<file path="src/rtl/pattern_serializer_pkg.sv">
// Shared types and helpers for the pattern serializer.
// The optional PATSER_LOOP_EN feature does not change anything in this package.
package patser_pkg;

    typedef enum logic [0:0] {
        ST_IDLE  = 1'b0,
        ST_SHIFT = 1'b1
    } state_e;

    // Ceiling log2, never smaller than 1, so that single-channel builds still get a usable index.
    function automatic int clog2_min1(input int value);
        int r;
        r = 0;
        for (int i = 0; i < 31; i++) begin
            if ((longint'(1) << i) < longint'(value)) begin
                r = i + 1;
            end
        end
        return (r < 1) ? 1 : r;
    endfunction

    // Zero or oversize lengths fall back to the full pattern width.
    function automatic int clamp_len(input int len, input int pat_w);
        return ((len == 0) || (len > pat_w)) ? pat_w : len;
    endfunction

endpackage

</file>
<file path="src/rtl/pattern_serializer_if.sv">
// Control/status bundle between a pattern serializer and its driver.
// LOOP exists only when PATSER_LOOP_EN is defined.
interface pattern_serializer_if import patser_pkg::*; #(
    parameter int NUM_CH = 4,
    parameter int PAT_W  = 88
) ();
    localparam int CH_W  = clog2_min1(NUM_CH);
    localparam int CNT_W = clog2_min1(PAT_W + 1);

    logic             WR_EN;
    logic [CH_W-1:0]  WR_CH;
    logic [PAT_W-1:0] WR_DATA;
    logic [CNT_W-1:0] WR_LEN;
    logic             START;
    logic [CH_W-1:0]  START_CH;
`ifdef PATSER_LOOP_EN
    logic             LOOP;
`endif
    logic             BUSY;
    logic             DONE;
    logic             ERR;
    logic             signal_out;
    logic             SIGNAL_VALID;

    modport master (
`ifdef PATSER_LOOP_EN
        output LOOP,
`endif
        output WR_EN, WR_CH, WR_DATA, WR_LEN, START, START_CH,
        input  BUSY, DONE, ERR, signal_out, SIGNAL_VALID
    );

    modport slave (
`ifdef PATSER_LOOP_EN
        input  LOOP,
`endif
        input  WR_EN, WR_CH, WR_DATA, WR_LEN, START, START_CH,
        output BUSY, DONE, ERR, signal_out, SIGNAL_VALID
    );

endinterface

</file>
<file path="src/rtl/pattern_serializer_bank.sv">
// Pattern/length register file: one synchronous write port, combinational read by channel.
// Unaffected by PATSER_LOOP_EN; the caller gates out-of-range write channels.
module patser_bank import patser_pkg::*; #(
    parameter int                      NUM_CH   = 4,
    parameter int                      PAT_W    = 88,
    parameter logic [NUM_CH*PAT_W-1:0] PAT_INIT = '0,
    parameter int                      CH_W     = 2,
    parameter int                      CNT_W    = 7
) (
    input  logic             CLK,
    input  logic             RST,
    input  logic             wr_en,
    input  logic [CH_W-1:0]  wr_ch,
    input  logic [PAT_W-1:0] wr_data,
    input  logic [CNT_W-1:0] wr_len,
    input  logic [CH_W-1:0]  rd_ch,
    output logic [PAT_W-1:0] rd_pat,
    output logic [CNT_W-1:0] rd_len
);

    logic [PAT_W-1:0] pat_q [NUM_CH];
    logic [CNT_W-1:0] len_q [NUM_CH];

    always_ff @(posedge CLK or posedge RST) begin
        if (RST) begin
            for (int c = 0; c < NUM_CH; c++) begin
                pat_q[c] <= PAT_INIT[c*PAT_W +: PAT_W];
                len_q[c] <= CNT_W'(PAT_W);
            end
        end else if (wr_en) begin
            pat_q[wr_ch] <= wr_data;
            len_q[wr_ch] <= CNT_W'(clamp_len(int'(wr_len), PAT_W));
        end
    end

    assign rd_pat = pat_q[rd_ch];
    assign rd_len = len_q[rd_ch];

endmodule

</file>
<file path="src/rtl/pattern_serializer.sv">
// Multi-channel pattern serializer: shifts a stored pattern out MSB-first on a registered line.
// Define PATSER_LOOP_EN to enable gapless repetition controlled by the LOOP input.
//
//   state    | meaning
//   ST_IDLE  | waiting for START; output line held at 0
//   ST_SHIFT | emitting one pattern bit per clock, counter holds bits left
module pattern_serializer import patser_pkg::*; #(
    parameter int                      NUM_CH   = 4,
    parameter int                      PAT_W    = 88,
    parameter logic [NUM_CH*PAT_W-1:0] PAT_INIT = '0
) (
    input  logic                 CLK,
    input  logic                 RST,
    pattern_serializer_if.slave  bus
);

    localparam int CH_W  = clog2_min1(NUM_CH);
    localparam int CNT_W = clog2_min1(PAT_W + 1);

    state_e           state_q;
    logic [PAT_W-1:0] sreg_q;
    logic [CNT_W-1:0] cnt_q;
    logic             sig_q;
    logic             valid_q;
    logic             done_q;
    logic             err_q;

    logic [CH_W-1:0]  rd_ch;
    logic [PAT_W-1:0] rd_pat;
    logic [CNT_W-1:0] rd_len;
    logic [PAT_W-1:0] load_val;
    logic             wr_ch_ok;
    logic             start_ch_ok;

    // Range checks only exist when the index width can address past the last channel.
    if ((1 << CH_W) > NUM_CH) begin : g_ch_partial
        assign wr_ch_ok    = (bus.WR_CH < CH_W'(NUM_CH));
        assign start_ch_ok = (bus.START_CH < CH_W'(NUM_CH));
    end else begin : g_ch_full
        assign wr_ch_ok    = 1'b1;
        assign start_ch_ok = 1'b1;
    end

`ifdef PATSER_LOOP_EN
    logic [CH_W-1:0] ch_q;
    assign rd_ch = (state_q == ST_SHIFT) ? ch_q : bus.START_CH;
`else
    assign rd_ch = bus.START_CH;
`endif

    patser_bank #(
        .NUM_CH   (NUM_CH),
        .PAT_W    (PAT_W),
        .PAT_INIT (PAT_INIT),
        .CH_W     (CH_W),
        .CNT_W    (CNT_W)
    ) u_bank (
        .CLK     (CLK),
        .RST     (RST),
        .wr_en   (bus.WR_EN && wr_ch_ok),
        .wr_ch   (bus.WR_CH),
        .wr_data (bus.WR_DATA),
        .wr_len  (bus.WR_LEN),
        .rd_ch   (rd_ch),
        .rd_pat  (rd_pat),
        .rd_len  (rd_len)
    );

    // Left-justify so the first emitted bit (bit LEN-1) sits at the register MSB.
    assign load_val = rd_pat << (CNT_W'(PAT_W) - rd_len);

    always_ff @(posedge CLK or posedge RST) begin
        if (RST) begin
            state_q <= ST_IDLE;
            sreg_q  <= '0;
            cnt_q   <= '0;
            sig_q   <= 1'b0;
            valid_q <= 1'b0;
            done_q  <= 1'b0;
            err_q   <= 1'b0;
`ifdef PATSER_LOOP_EN
            ch_q    <= '0;
`endif
        end else begin
            sig_q   <= 1'b0;
            valid_q <= 1'b0;
            done_q  <= 1'b0;
            err_q   <= bus.WR_EN && !wr_ch_ok;
            case (state_q)
                ST_IDLE: begin
                    if (bus.START) begin
                        if (start_ch_ok) begin
                            sreg_q  <= load_val;
                            cnt_q   <= rd_len;
                            state_q <= ST_SHIFT;
`ifdef PATSER_LOOP_EN
                            ch_q    <= bus.START_CH;
`endif
                        end else begin
                            err_q <= 1'b1;
                        end
                    end
                end
                ST_SHIFT: begin
                    sig_q   <= sreg_q[PAT_W-1];
                    valid_q <= 1'b1;
                    sreg_q  <= {sreg_q[PAT_W-2:0], 1'b0};
                    cnt_q   <= cnt_q - CNT_W'(1);
                    if (cnt_q == CNT_W'(1)) begin
                        done_q <= 1'b1;
`ifdef PATSER_LOOP_EN
                        if (bus.LOOP) begin
                            sreg_q <= load_val;
                            cnt_q  <= rd_len;
                        end else begin
                            state_q <= ST_IDLE;
                        end
`else
                        state_q <= ST_IDLE;
`endif
                    end
                end
                default: state_q <= ST_IDLE;
            endcase
        end
    end

    assign bus.BUSY         = (state_q == ST_SHIFT);
    assign bus.DONE         = done_q;
    assign bus.ERR          = err_q;
    assign bus.signal_out   = sig_q;
    assign bus.SIGNAL_VALID = valid_q;

endmodule

</file>
<file path="src/flat_wrapper.sv">
// flat-port wrapper written by rule: the top's interface ports become plain ports
module pattern_serializer_flat import patser_pkg::*;
#(
    parameter int                      NUM_CH   = 4,
    parameter int                      PAT_W    = 88,
    parameter logic [NUM_CH*PAT_W-1:0] PAT_INIT = '0
)
  (CLK, RST, bus_WR_EN, bus_WR_CH, bus_WR_DATA, bus_WR_LEN, bus_START, bus_START_CH, bus_BUSY, bus_DONE, bus_ERR, bus_signal_out, bus_SIGNAL_VALID);
  pattern_serializer_if #(.NUM_CH(NUM_CH), .PAT_W(PAT_W)) bus_i ();
  input  logic CLK;
  input  logic RST;
  input wire logic [$bits(bus_i.WR_EN)-1:0] bus_WR_EN;
  input wire logic [$bits(bus_i.WR_CH)-1:0] bus_WR_CH;
  input wire logic [$bits(bus_i.WR_DATA)-1:0] bus_WR_DATA;
  input wire logic [$bits(bus_i.WR_LEN)-1:0] bus_WR_LEN;
  input wire logic [$bits(bus_i.START)-1:0] bus_START;
  input wire logic [$bits(bus_i.START_CH)-1:0] bus_START_CH;
  output wire logic [$bits(bus_i.BUSY)-1:0] bus_BUSY;
  output wire logic [$bits(bus_i.DONE)-1:0] bus_DONE;
  output wire logic [$bits(bus_i.ERR)-1:0] bus_ERR;
  output wire logic [$bits(bus_i.signal_out)-1:0] bus_signal_out;
  output wire logic [$bits(bus_i.SIGNAL_VALID)-1:0] bus_SIGNAL_VALID;
  assign bus_i.WR_EN = bus_WR_EN;
  assign bus_i.WR_CH = bus_WR_CH;
  assign bus_i.WR_DATA = bus_WR_DATA;
  assign bus_i.WR_LEN = bus_WR_LEN;
  assign bus_i.START = bus_START;
  assign bus_i.START_CH = bus_START_CH;
  assign bus_BUSY = bus_i.BUSY;
  assign bus_DONE = bus_i.DONE;
  assign bus_ERR = bus_i.ERR;
  assign bus_signal_out = bus_i.signal_out;
  assign bus_SIGNAL_VALID = bus_i.SIGNAL_VALID;
  pattern_serializer #(.NUM_CH(NUM_CH), .PAT_W(PAT_W), .PAT_INIT(PAT_INIT)) u_core (.CLK(CLK), .RST(RST), .bus(bus_i));
endmodule
</file>
<file path="config.mk">
export PLATFORM = sky130hd
export DESIGN_NAME = pattern_serializer_flat
export DESIGN_NICKNAME = d
export VERILOG_FILES = /design/src/rtl/pattern_serializer_pkg.sv /design/src/rtl/pattern_serializer_if.sv /design/src/rtl/pattern_serializer_bank.sv /design/src/rtl/pattern_serializer.sv /design/src/flat_wrapper.sv
export SDC_FILE = /design/constraint.sdc
export NUM_CORES = 1
export LEC_CHECK = 0
export CAP_MARGIN = 20
export CORE_ASPECT_RATIO = 1.5
export CORE_MARGIN = 3
export CORE_UTILIZATION = 55
export DETAILED_ROUTE_END_ITERATION = 8
export PLACE_DENSITY = 0.73
export SLEW_MARGIN = 20
export SYNTH_ARGS = -nofsm -noshare
export SYNTH_HDL_FRONTEND = slang
export SYNTH_SLANG_ARGS = --single-unit
</file>
<file path="constraint.sdc">
create_clock -name CLK -period 19.26 [get_ports CLK]
set_clock_uncertainty 0.15 [all_clocks]
set_input_delay 3.852 -clock CLK [delete_from_list [all_inputs] [get_ports CLK]]
set_output_delay 3.852 -clock CLK [all_outputs]
set_load 0.01 [all_outputs]
</file>
wires.png
Only two layers are drawn.
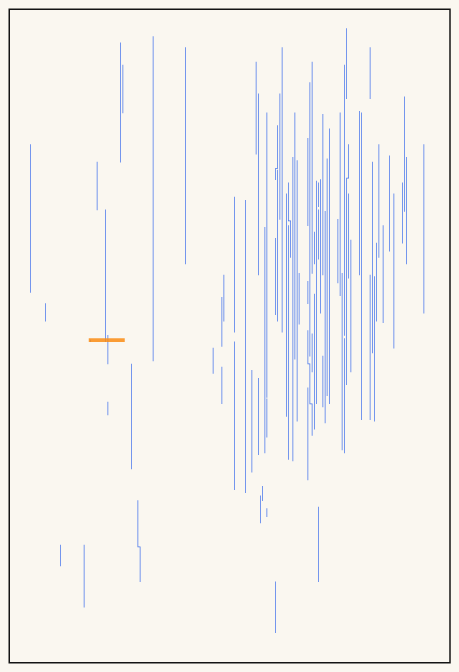
metal 4: marked blue, wire length 4730 um. metal 5: marked orange, wire length 13.8 um.

layer_met3.png
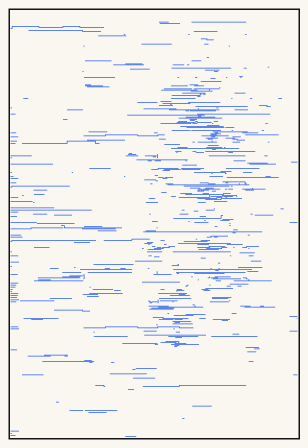
The wires run mostly horizontal. The longest straight run is 77.3 um. The layer holds 6.0% of the routed length. The layer carries 4860 um of wire. 279 nets have wire on it.
grt met3 use: 0.0457
DR vias: 19754
WL final: 81500 um

congestion.png
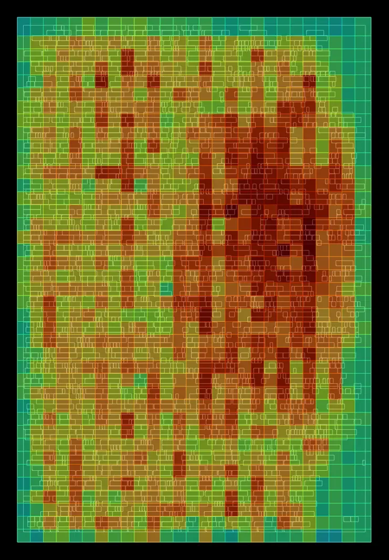
routed len/inst: 27.3 um
GR peak layer: met2
GR Util All Layers: 0.312

flops_by_reg.png
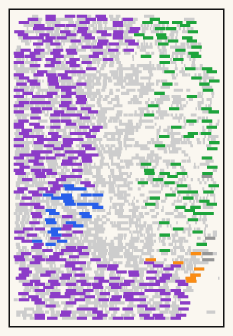
u_core.u_bank.pat_q: marked purple, flops 352. u_core.cnt_q: marked orange, flops 7, where south-east. u_core.u_bank.len_q: marked blue, flops 28. u_core.sreg_q: marked green, flops 88.

io_placement.png
Pins as bars across the die edge, other pins in gray.
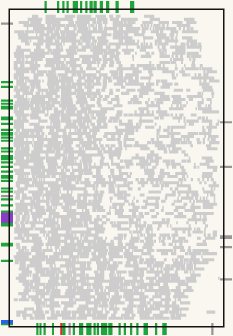
bus_WR_DATA: marked green, pins 88, direction input, edge 36 west, 30 south, 22 north. bus_WR_CH: marked blue, pins 2, direction input, edge west. bus_WR_EN: marked red, pins 1, direction input, edge south. bus_WR_LEN: marked purple, pins 7, direction input, edge west.
Die Y: 279 um
Die Width: 188 um

==> deck_impl_summary.md <==
Run Summary

Run status
  • Status: finished clean

Cells and area
  • Max reg flops: 352
  • Fin util: 0.623
  • Non-clock buffer share: 0.0468
  • Post-route cell area: 30500 um2
  • Leading cell kind: combinational gates
  • Most frequent logic cell in the layout: dfrtp_1
  • Fraction of area in multi-input gates: 0.476
  • Non-clk bufs: 151
  • Layout clock area frac: 0.0534
  • Logic area: 14500 um2
  • Nets: 2399
  • Top Layout Cells: 466 x dfrtp_1, 362 x nand2_1, 359 x mux2_2
  • Non-clock inverter count in the final layout: 20
  • N_diodes: 3
  • # clk buffers: 68
  • FILL cells: 3825
  • Layout sequential cell count: 479

STA
  • Fmax achieved: 107 MHz
  • Setup ws final: 9.88 ns
  • Final hold violations: 0
  • Worst slew margin: 0.255
  • Cycle use final: 0.487

Power and ir drop
  • Clk. pwr: 975 uW
  • P_comb: 1.90 mW
  • Max VDD drop: 90.3 uV
  • Cell internal pwr: 2.57 mW
  • Clock power frac: 0.232
  • NetSw: 1.64 mW
  • Main power group: combinational logic
  • Switch share: 0.390
  • Tot Pwr: 4.21 mW
  • Leak: 12.9 nW

Drt
  • Detail Route Antenna Nets: 0
  • Metal-1 WL: 31900 um
  • Top Metal Used: met5
  • Met2 WL: 40000 um
  • Vias/cell: 6.61
  • Initial DRC Count: 2002

Synthesis
  • Commonest flop: dfrtp_1
  • Flip-flops with a built-in enable: 0
  • Nets at Floorplan: 2385
  • Multiplexer share: 0.352
  • Cells after Synth: 2279
  • Synth warnings: 0
  • Adder Share, Synth: 0.00137
  • FFs w/ async S/R, synth: 1.00
  • XOR Share, Synth: 0.00252
  • Logic family by area: multiplexers
  • Synth Area in Compound Gates: 0.0814
  • Largest cells by area: dfrtp_1 43%, mux4_2 16%, mux2_2 15%
  • Post-Synth Simple-Gate Area: 0.0906
  • Unique masters post-synth: 72
  • Commonest cells post-synth: 467 x dfrtp_1, 362 x nand2_1, 359 x mux2_2, 190 x mux4_2, 128 x mux2i_1

Hold path
  • Hold EP: u_core.u_bank.pat_q[321]$_DFFE_PP0P_

Clocking
  • Total CTS buffers: 47
  • Clk pin slew, worst setup/hold paths: 0.06 ns
  • Clock buffer depth: 3
  • Setup bufs post-CTS: 0
  • CTS HTree Levels: 2
  • Root Driver: clkbuf_16
  • CTS tree: done
  • Cts repair resizes: 0

Floorplanning
  • FP Util: 0.558
  • TAP cells: 656
  • Row cnt: 99

Worst setup path
  • First element of the critical path: bus_START_CH[0]
  • Critical-path cell list: buf_6 > mux4_4 > buf_4 > or4_1 > and2_4 > buf_4 > mux2_2 > o22ai_1 > o21ai_0 > o21ai_0
  • Req. time, crit path: 19.61 ns
  • CP bufs+invs: 3
  • Setup slack, reg-to-reg: 13.51 ns
  • Critical Path AT: 9.73 ns
  • CP endpoint kind: flop
  • Max stage delay on crit path: 0.88 ns
  • Type of origin of the critical path: input pin
  • Max FO, Critical Path: 69

Place
  • Placed cell area: 28800 um2

GRT
  • Grt met2 use: 0.513
  • Vias in the first global route: 20308
  • Total gr overflow: 0
  • Global-route wire length before repair: 126000 um
Power figures rest on the tool's default switching activity, not on a simulated workload.
